**Run 1: track usage over the die**

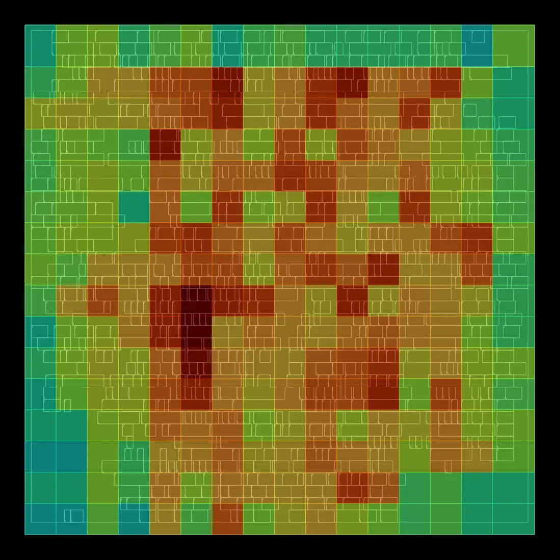
**Run 1: routed metal, one color a layer**

Only two layers are drawn.
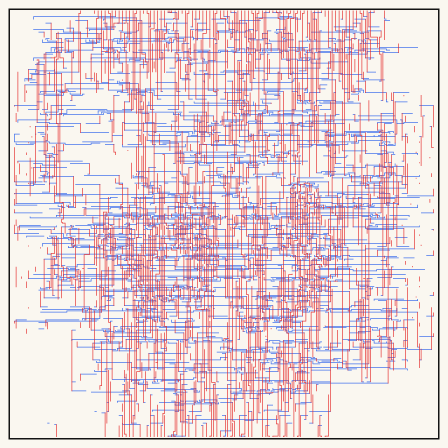
**Run 1: signal wires on met4**

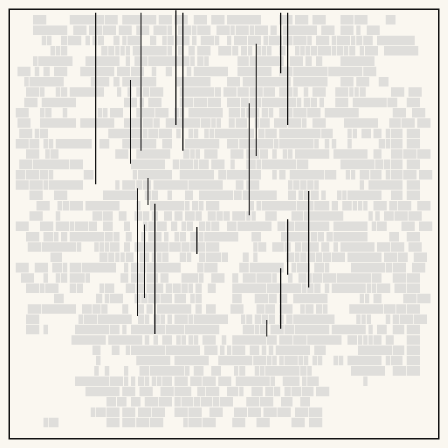
Design fetch_unit, sky130hd; sources not shown.
==> flow_summary_export.csv, run 1 <==
group,metric,value,unit
clock_tree,clk_pin_slew,0.07,ns
global_route,grt_max_degree,71,
detailed_routing,wl_met3,1360,um
timing,worst_pin_slew,0.751,ns
die,core_area,12000,sq um
critical_path,end_kind,"output pin",
timing,final.period_utilization,96.9,%
clock_tree,cts_hold_buf,0,
layout,sequential_cell_area,2530,sq um
clock_tree,worstSkewPairLatency,0.35,ns
layout,comb_cells,463,
logic_synthesis,syn-cell-area,5520,sq um
run_status,status,"completed",
logic_synthesis,top_cell_area_share,44.4,%
pwr,seq_power_share,26.8,%
critical_path,reg2regPathDepth,6,
pwr,p_int,0.00237,W
min_path,hold_path_class,"flop to flop",
placed_design,io_buffers,205,
logic_synthesis,ys_area,5520,sq um
timing,fmax,189,MHz
detailed_routing,met1_length,6950,um
layout,dominant-cell-class,"buffers",
layout,drive_gt1_share,11.3,%
timing,setup_viol,0,
die,tapCellCount,147,
critical_path,rrSetupSlack,3.00,ns
layout,ff_count,101,
pwr,p_seq,0.00129,W
logic_synthesis,yosys.area.top_type,"dfrtp_1",
critical_path,slowest_stage,"clkdlybuf4s50_1",
layout,mostFrequentLayoutCell,"clkdlybuf4s50_1",
layout,final_nets,938,
run,warning_count,26,
critical_path,cp_num_buf_inv,3,
logic_synthesis,ys_ff,101,
critical_path,cp.arrival,3.51,ns
pwr,pg_comb,0.00280,W
layout,final_cell_area,8120,sq um
layout,logic_area,2480,sq um
global_route,first_global_vias,5373,
detailed_routing,antenna_left,0,
logic_synthesis,ys_warn_count,0,
-- 'track usage over the die' (at the start) --
All-Layer GR Usage: 28.2%
Core Util, Final: 67.9%
met1 GRT Util: 36.5%
GR peak layer: met2
met3 Usage GRT: 2.84%

-- 'routed metal, one color a layer' (at the start) --
met1 -> blue  # wire length 6950 um
met2 -> red  # wire length 8430 um
WL/cell: 16.9 um
Total Routed Length: 17200 um
vias: 5590

-- 'signal wires on met4' (at the start) --
main direction = vertical
share of all routed wire = 2.5%
longest straight run = 44.9 um
wire length on this layer = 431 um

## run 1: metrics by stage
| stage | hold slack (ns) | power [W] | setup WS [ns] | TNS (ns) |
|---|---|---|---|---|
| floorplan | 0.280 | 0.00310 | 0.892 | 0 |
| global placement | 0.298 | 0.00404 | -2.99 | -117.64 |
| detailed placement | 0.304 | 0.00409 | 0.166 | 0 |
| CTS | 0.321 | 0.00481 | 0.145 | 0 |
| global route | 0.346 | 0.00499 | 0.0120 | 0 |
| finish | 0.317 | 0.00480 | 0.168 | 0 |
## run 1: per-layer routing
layer | vias to the layer above | track usage [%]
met5 | - | -
met4 | 0 | 10.8
met3 | 41 | 2.84
met2 | 275 | 46.1
met1 | 2660 | 36.5
li1 | 2614 | -
## Run 2: what changed since run 1
- SLEW_MARGIN: unset -> 20
==> run 2 against run 1 <==
  * Clock power decreased by 16%
  * Sequential share of layout area up 0.25 points
  * Register-to-register slack got worse by 0.06 ns
  * Critical path depth is the same
  * Die size unchanged
  * Synthesized cell count stayed put
  * Design area shrank 0.79%
==> flow_summary_export.csv, run 2 <==
group,metric,value,unit
critical_path,cp.arrival,3.38,ns
critical_path,reg2regPathDepth,6,
global_route,first_global_vias,5392,
global_route,use_met2,46.7,%
layout,dominant-cell-class,"buffers",
logic_synthesis,ys_warn_count,0,
global_route,grt-busiest-layer,"met2",
logic_synthesis,top_cell_area_share,44.4,%
detailed_routing,via_count,5629,
critical_path,rrSetupSlack,2.94,ns
min_path,hold_path_class,"flop to flop",
global_route,grt_usage,28.3,%
pwr,p_int,0.00225,W
run_status,status,"completed",
timing,hold_ws,0.319,ns
timing,setup_viol,0,
critical_path,end_kind,"output pin",
logic_synthesis,ys_ff,101,
layout,ff_count,101,
clock_tree,cts_hold_buf,0,
pwr,p_seq,0.00129,W
placed_design,preCtsSetupSlack,0.288,ns
layout,drive_gt1_share,11.3,%
detailed_routing,post_drt_wl_per_cell,17.1,um
detailed_routing,antenna_left,0,
layout,sequential_cell_area,2530,sq um
layout,mostFrequentLayoutCell,"clkdlybuf4s50_1",
timing,fmax,194,MHz
timing,final.period_utilization,94.5,%
clock_tree,worstSkewPairLatency,0.35,ns
logic_synthesis,syn-cell-area,5520,sq um
global_route,grt_max_degree,71,
pwr,pg_comb,0.00280,W
detailed_routing,met1_length,7270,um
logic_synthesis,ys_area,5520,sq um
global_route,use_met1,36.1,%
layout,logic_area,2480,sq um
global_route,gr-usage-met3,4.12,%
layout,final_nets,938,
pwr,seq_power_share,27.5,%
placed_design,io_buffers,205,
-- run 2: metrics by stage --
stage / power, W / setup TNS (ns)
detailed placement: 0.00409 / 0
global route: 0.00487 / 0
finish: 0.00468 / 0
global placement: 0.00404 / -117.64
CTS: 0.00469 / 0
floorplan: 0.00310 / 0
-- run 2: logic make-up after synthesis --
family,count (synthesis),synth area share (%)
muxes,6,1.09
AOI/OAI and AO/OA,71,8.71
xor gates and xnor gates,28,4.44
buffers and inverters,85,9.23
other,1,0.0679
DFF,101,45.9
adders and majority gates,2,0.453
and+or+nand+nor,354,30.2
-- run 2: critical path, stage by stage --
cell,delay [ns]
buf_6,0.27
buf_16,0.35
nor3b_1,0.23
clkdlybuf4s50_1,0.83
**Run 2: PDN straps and rails**

Scale bar: 20 um. Pins as bars on the die edge. Tap cells in gray.
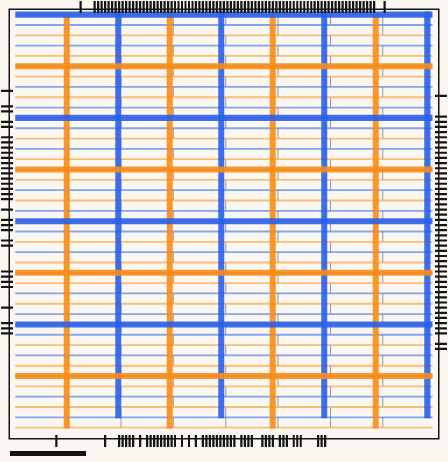
VSS -> orange
VDD -> blue
met4 straps = 8
met1 rails = 41
tap cells = 147
met5 straps = 8
signal pins = 208
Die Y: 113 um
die x size: 113 um
Core Area: 12000 sq um

Power is estimated from default activity; no workload was simulated.
